final_clocks.png
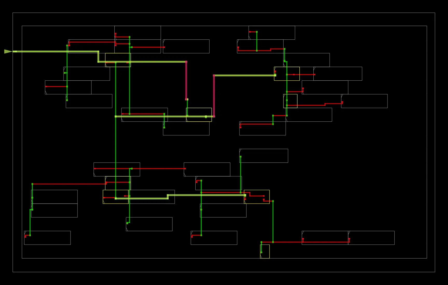
clock_map.png
(10 px per micron)
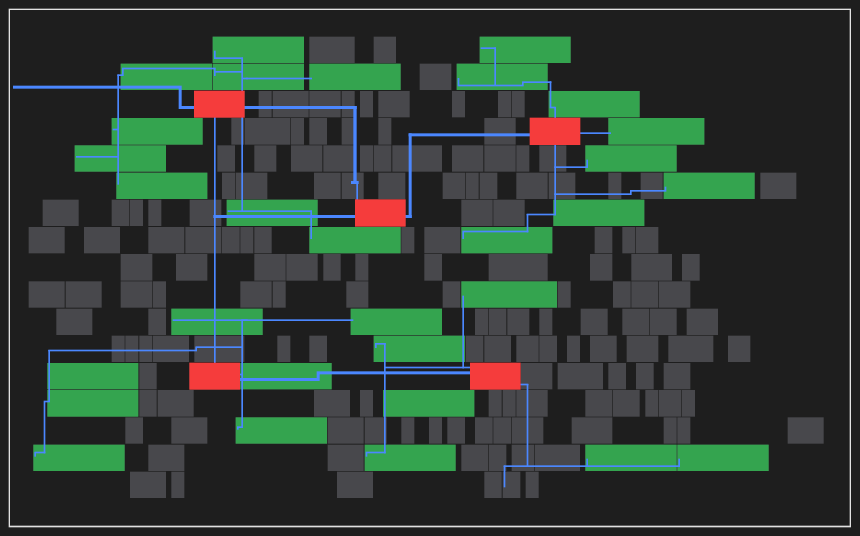
pins.png
(4 px per micron) Pins as bars across the die edge, other pins in grey.
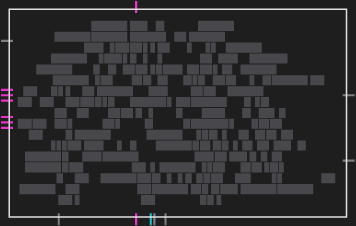
cell_classes.png
(6 px per micron) Fill, decap, tap and diode cells in grey.
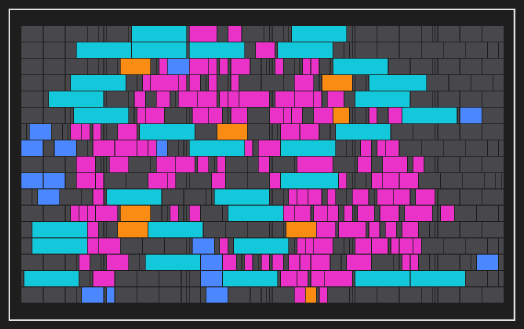
met2.png
(6 px per micron)
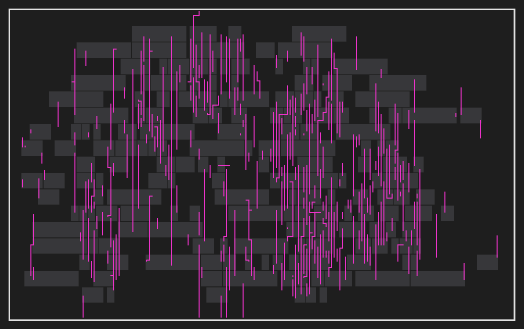
===== config.mk =====
export PLATFORM = sky130hd
export DESIGN_NAME = uart_tx_frame
export DESIGN_NICKNAME = d
export VERILOG_FILES = /design/src/rtl/uart_pkg.sv /design/src/rtl/uart_baud_tick.sv /design/src/rtl/uart_tx_frame.sv
export SDC_FILE = /design/constraint.sdc
export NUM_CORES = 1
export LEC_CHECK = 0
export ABC_CLOCK_PERIOD_IN_PS = 5600
export CAP_MARGIN = 20
export CORE_ASPECT_RATIO = 0.6
export CORE_MARGIN = 1.5
export CORE_UTILIZATION = 42
export CTS_BUF_LIST = sky130_fd_sc_hd__clkbuf_2 sky130_fd_sc_hd__clkbuf_4 sky130_fd_sc_hd__clkbuf_8
export DETAILED_ROUTE_END_ITERATION = 8
export GPL_TIMING_DRIVEN = 1
export RECOVER_POWER = 50
export SLEW_MARGIN = 10
export SYNTH_ARGS = -nofsm -noshare
export SYNTH_HDL_FRONTEND = slang
export SYNTH_SLANG_ARGS = --single-unit

===== constraint.sdc =====
create_clock -name clk -period 5.6 [get_ports clk]
set_input_delay 1.12 -clock clk [delete_from_list [all_inputs] [get_ports clk]]
set_output_delay 1.12 -clock clk [all_outputs]
set_load 0.05 [all_outputs]

===== src/rtl/uart_pkg.sv =====
// Shared UART definitions: transmitter state encoding, parity modes and frame sizing.
package uart_pkg;

  typedef enum logic [2:0] {
    ST_IDLE,
    ST_START,
    ST_DATA,
    ST_PARITY,
    ST_STOP
  } uart_tx_state_t;

  localparam int unsigned PAR_NONE = 0;
  localparam int unsigned PAR_EVEN = 1;
  localparam int unsigned PAR_ODD  = 2;

  // Serial bits in one frame: start + data + optional parity + stop bits.
  function automatic int unsigned frame_bits(input int unsigned data_bits,
                                             input int unsigned parity,
                                             input int unsigned stop_bits);
    return 1 + data_bits + ((parity != PAR_NONE) ? 1 : 0) + stop_bits;
  endfunction

endpackage


===== src/rtl/uart_baud_tick.sv =====
// Baud divider: marks the last clk cycle of every serial bit period; restart realigns to a new bit.
module uart_baud_tick #(
  parameter int unsigned CLKS_PER_BIT = 434
) (
  input  logic clk,
  input  logic reset_n,
  input  logic restart,
  output logic bit_end,
  output logic bit_end_next_c
);

  localparam int unsigned CW = (CLKS_PER_BIT > 1) ? $clog2(CLKS_PER_BIT) : 1;
  localparam logic [CW-1:0] LAST = CW'(CLKS_PER_BIT - 1);

  logic [CW-1:0] cnt;
  logic [CW-1:0] cnt_next;

  // bit_end_next_c lets the parent register signals that must coincide with bit_end.
  always_comb begin
    cnt_next = cnt + CW'(1);
    if (restart || (cnt == LAST)) begin
      cnt_next = '0;
    end
    bit_end_next_c = (cnt_next == LAST);
  end

  always_ff @(posedge clk or negedge reset_n) begin
    if (!reset_n) begin
      cnt     <= '0;
      bit_end <= (LAST == '0);
    end else begin
      cnt     <= cnt_next;
      bit_end <= bit_end_next_c;
    end
  end

endmodule


===== src/rtl/uart_tx_frame.sv =====
// UART transmitter: one word per valid/ready handshake, configurable data/parity/stop framing,
// back-to-back frames when a new word arrives in the final stop cycle.
module uart_tx_frame
  import uart_pkg::*;
#(
  parameter int unsigned DATA_BITS    = 8,
  parameter int unsigned CLKS_PER_BIT = 434,
  parameter int unsigned PARITY       = 0,
  parameter int unsigned STOP_BITS    = 1
) (
  input  logic                 clk,
  input  logic                 reset_n,
  input  logic [DATA_BITS-1:0] tx_data,
  input  logic                 tx_valid,
  output logic                 tx_ready,
  output logic                 txd,
  output logic                 tx_busy,
  output logic                 tx_done
);

  localparam int unsigned BW = $clog2(DATA_BITS + 1);

  if ((DATA_BITS < 5) || (DATA_BITS > 9)) begin : g_bad_data_bits
    $error("uart_tx_frame: DATA_BITS must be 5..9");
  end
  if (CLKS_PER_BIT < 1) begin : g_bad_clks_per_bit
    $error("uart_tx_frame: CLKS_PER_BIT must be at least 1");
  end
  if ((PARITY != PAR_NONE) && (PARITY != PAR_EVEN) && (PARITY != PAR_ODD)) begin : g_bad_parity
    $error("uart_tx_frame: PARITY must be 0, 1 or 2");
  end
  if ((STOP_BITS < 1) || (STOP_BITS > 2)) begin : g_bad_stop_bits
    $error("uart_tx_frame: STOP_BITS must be 1 or 2");
  end

  uart_tx_state_t       state, state_next;
  logic [DATA_BITS-1:0] shift, shift_next;
  logic [BW-1:0]        bit_cnt, bit_cnt_next;
  logic                 par, par_next;
  logic                 txd_next, busy_next, ready_next, done_next;
  logic                 handshake, restart, last_c;
  logic                 bit_end, bit_end_next_c;

  uart_baud_tick #(
    .CLKS_PER_BIT(CLKS_PER_BIT)
  ) u_baud (
    .clk           (clk),
    .reset_n       (reset_n),
    .restart       (restart),
    .bit_end       (bit_end),
    .bit_end_next_c(bit_end_next_c)
  );

  // bit_cnt counts remaining data bits, then is reused for remaining stop bits.
  always_comb begin
    state_next   = state;
    shift_next   = shift;
    bit_cnt_next = bit_cnt;
    par_next     = par;
    restart      = 1'b0;
    handshake    = tx_valid && tx_ready;
    last_c       = (state == ST_STOP) && bit_end && (bit_cnt == BW'(1));

    case (state)
      ST_IDLE:  state_next = ST_IDLE;
      ST_START: if (bit_end) state_next = ST_DATA;
      ST_DATA: begin
        if (bit_end) begin
          shift_next   = shift >> 1;
          bit_cnt_next = bit_cnt - BW'(1);
          if (bit_cnt == BW'(1)) begin
            state_next   = (PARITY != PAR_NONE) ? ST_PARITY : ST_STOP;
            bit_cnt_next = BW'(STOP_BITS);
          end
        end
      end
      ST_PARITY: begin
        if (bit_end) begin
          state_next   = ST_STOP;
          bit_cnt_next = BW'(STOP_BITS);
        end
      end
      ST_STOP: begin
        if (bit_end) begin
          bit_cnt_next = bit_cnt - BW'(1);
          if (bit_cnt == BW'(1)) state_next = ST_IDLE;
        end
      end
      default: state_next = ST_IDLE;
    endcase

    if (handshake) begin
      state_next   = ST_START;
      shift_next   = tx_data;
      bit_cnt_next = BW'(DATA_BITS);
      par_next     = (^tx_data) ^ (PARITY == PAR_ODD);
      restart      = 1'b1;
    end

    case (state_next)
      ST_START:  txd_next = 1'b0;
      ST_DATA:   txd_next = shift_next[0];
      ST_PARITY: txd_next = par_next;
      default:   txd_next = 1'b1;
    endcase

    busy_next  = (state_next != ST_IDLE);
    // Ready is registered, so look one cycle ahead for the final stop cycle.
    ready_next = (state_next == ST_IDLE) ||
                 ((state_next == ST_STOP) && (bit_cnt_next == BW'(1)) && bit_end_next_c);
    done_next  = last_c;
  end

  always_ff @(posedge clk or negedge reset_n) begin
    if (!reset_n) begin
      state    <= ST_IDLE;
      shift    <= '0;
      bit_cnt  <= '0;
      par      <= 1'b0;
      txd      <= 1'b1;
      tx_busy  <= 1'b0;
      tx_ready <= 1'b1;
      tx_done  <= 1'b0;
    end else begin
      state    <= state_next;
      shift    <= shift_next;
      bit_cnt  <= bit_cnt_next;
      par      <= par_next;
      txd      <= txd_next;
      tx_busy  <= busy_next;
      tx_ready <= ready_next;
      tx_done  <= done_next;
    end
  end

endmodule


==> notes.md <==
The synthesis and PnR run went through. Looking at the gate-level netlist, the highest instance count belongs to dfrtp_1. Hold buffer count at cts landed at 0. dfrtp_1 takes more of the synthesized area than any other cell. Peak supply drop landed at 0.195 mV. The floorplan step set the die width to 84.0 microns.

In the final layout, the share of cells above drive strength 1 is 8.42%. Power attributed to sequential cells landed at 307 uW. Fraction of registers with async set/reset landed at 100%. For this run, the script counts the antenna cells in the layout as 0. Data on the critical path arrives at its endpoint at 3140 ps.

Of the total power, registers draw 49.7%. Across the run, the number of max-cap violations was 1. Top-level port count landed at 15. The synthesis report names the predominant flop master as dfrtp_1. Per-instance average area after synthesis landed at 9.66 sq um. Ranked by instance count, the synthesized netlist is headed by dfrtp_1, nand2_1, nor2_1, o21ai_0. Layout net count landed at 205. Post-route fraction of the period consumed by the critical path landed at 52.7%. Summing every instance area after synthesis gives 1650 sq um. For this run, the slowest stage of the critical path takes 560 ps. The largest individual stage delay along the critical path comes from the cell or4b_4. The clock passes through at most 2 buffers. The script extracted a total leakage power of 0.000844 uW. The worst setup path is captured at a register. Compared with the post-synthesis result, the final layout area differs by 17.1%. The final hold violation count recorded for this run is 0. In this run the clock root is driven by a clkbuf_8. Per STA, the startpoint of the critical path is tx_valid. The first global-routing pass estimated 5990 microns of wire. Traced cell by cell, the critical path runs through dlygate4sd3_1 -> nand2_1 -> o31ai_1 -> buf_2 -> or4b_4 -> o41ai_2. Clock net sink count landed at 30. For this design the ratio of total power to cell area is 320 nW/um^2. Share of the core filled by cells before placement landed at 44.4%. Number of global-route vias before repair landed at 1244. Cell-internal power landed at 429 uW. Per-cell routed wire length landed at 14.3 microns. Number of unique standard cell types used by synthesis landed at 38. Number of port buffers landed at 14. In the final report, the number of endpoints failing setup comes to 0. Critical path data required time landed at 5790 ps. Count of nets left with antenna violations after detail routing landed at 0. The HPWL after detailed placement is 2510 microns.

The worst setup path is launched from an input port. Largest fanout of any net on the critical path landed at 9. The clock arrives with 3.65 ps of skew. In the final timing run, aggregate negative setup slack is 0 ps. STA shows the worst reg2reg path with a cell count of 5. Total number of H-tree levels landed at 2. Counting flops with a built-in enable in the synthesized netlist gives 0. The min-delay analysis places its worst path in the category reg2reg. The library cell used most frequently in the layout, excluding fill and tap cells, is dfrtp_1.

On the final layout, the worst hold slack is 484 ps. The filler cells instantiated in the layout total 332. The die is 51.6 microns tall. Timing analysis after detailed placement gives a worst setup slack of 2490 ps. The flow ran to the end, but the final reports show violations. Area reported by Yosys stat landed at 1650 sq um. Aggregate global-route resource usage landed at 18.2%.

Highest attainable clock frequency landed at 339 MHz. Clock slew at the register clock pins of the worst setup and hold paths landed at 60 ps. The endpoint identified for the worst register-to-register timing path is tx_ready$_DFF_PN1_. STA lists the startpoint of the worst register-to-register path as u_baud.cnt[0]$_DFF_PN0_. Per the detail_route report, vias per standard cell equal 5.34. The main area contributors are dfrtp_1, nand2_1, mux2i_1.

Number of setup buffers added after CTS landed at 0. Die area landed at 4330 sq um. Setup repair after global routing left no endpoint under its margin. Maximum number of pins on one net before global-route repair landed at 31.

After technology mapping, the gate count stands at 171. Post-synth net total landed at 187. The checks that failed: capacitance limit, slew limit.

Number of gates resized after cts landed at 0. Combinational-cell power consumption landed at 128 uW. Number of iterations in the first detailed-routing pass landed at 7. Combinational fraction of design power landed at 20.7%. Once synthesis finished, the tally of register bits stood at 30.

Switching power total landed at 189 uW. Number of OpenROAD warnings landed at 28. Per the cell usage report, the commonest logic cells after layout are dfrtp_1, nand2_1, nor2_1, o21ai_0, clkdlybuf4s50_1. Relative slew slack landed at -7.50%. The final timing report lists a max-slew violation count of 31. TritonCTS built the clock tree. Sequential-to-total area share from yosys stat landed at 45.6%.

Looking at the max-slew report, the worst-margin pin has a slew of 1610 ps. The worst path in the final design needs a cycle of 2950 ps, including I/O delays and setup.
-- final_clocks.png (at the start) --
number of buffers created by CTS: 5
clock latency on the worst-skew pair: 280 ps

-- clock_map.png (at the start) --
Key: blue = clock wires [length 403 microns]; red = cells driving clock nets [count 5]; green = flip-flops [count 30]
There are 6 routed clock nets. Position of the flops: spread over the die.
part of the power in the clock network: 29.5%
clock-net power: 183 uW

-- pins.png (at the start) --
Key: cyan = tx_valid [pins 1, direction input, edge bottom]; magenta = tx_data [pins 8, direction input, edge 6 left, 1 bottom, 1 top]
All pins by edge: 7 left, 5 bottom, 2 right, 1 top.

-- cell_classes.png (at the start) --
Key: orange = clock drivers and dummy loads [cells 8, share of their area 5.1%]; blue = other buffers and delay cells [cells 16, share of their area 7.9%]; cyan = flip-flops [cells 30, share of their area 40%]; magenta = all other logic [cells 136, share of their area 47%]
total non-filler cell area in the finished layout: 1930 sq um
number of placement rows: 17

-- met2.png (at the start) --
The layer holds 42% of the routed length. The longest straight run is 38.1 microns.
via count of the routed design: 1265
sum of routed wire length over all layers: 3380 microns

[worst min-delay path by stage]
stage | startpoint | endpoint | slack (ps)
floorplan | par$_DFF_PN0_ | par$_DFF_PN0_ | 440
global placement | par$_DFF_PN0_ | par$_DFF_PN0_ | 470
detailed placement | par$_DFF_PN0_ | par$_DFF_PN0_ | 480
CTS | par$_DFF_PN0_ | par$_DFF_PN0_ | 490
global route | par$_DFF_PN0_ | par$_DFF_PN0_ | 540
finish | par$_DFF_PN0_ | par$_DFF_PN0_ | 480
[worst max-delay path: cells and delay by family]
| family | cells | cell delay [ps] |
|---|---|---|
| AOI/OAI and AO/OA | 2 | 450 |
| buffers and inverters | 2 | 750 |
| and+or+nand+nor | 2 | 820 |
[flip-flops by register name, indices dropped and copies added, names as in the netlist, 3 cells and up]
register    count
shift           8
u_baud.cnt      9
state           3
bit_cnt         4
[area by class of cell]
cell class | count | area, sq um | share of cell area (%)
inverter | 6 | 22.5 | 1.16
tap | 47 | 58.8 | 3.04
sequential | 30 | 753 | 38.9
clock buffer | 7 | 90.1 | 4.66
multi-input combinational | 130 | 856 | 44.2
clock inverter | 1 | 5.00 | 0.259
timing repair buffer | 16 | 149 | 7.70
[stage by stage]
step                      power (uW)  util [%]  cells
final                            618      52.0    237
after global routing             658      52.0    237
after CTS                        626      51.9    236
after detailed placement         440      49.4    228
after global placement           434      49.4    228
after floorplan                  392         -    171
[cells by family after synthesis]
family	synth area share (%)
buffers and inverters	2.58
adder cells (fa/ha/maj)	3.79
AND/OR/NAND/NOR	21.4
AND-OR/OR-AND	13.9
XOR/XNOR	8.49
flip-flops	45.6
multiplexers	4.24
[routing by layer]
metal	wire [microns]	vias up	track usage (%)
met3	155	4	6.83
li1	-	633	-
met2	1420	24	25.5
met4	15	0	5.74
met1	1780	604	26.0
met5	0	-	0
No activity file was given, so power comes from the tool's default toggle rates.
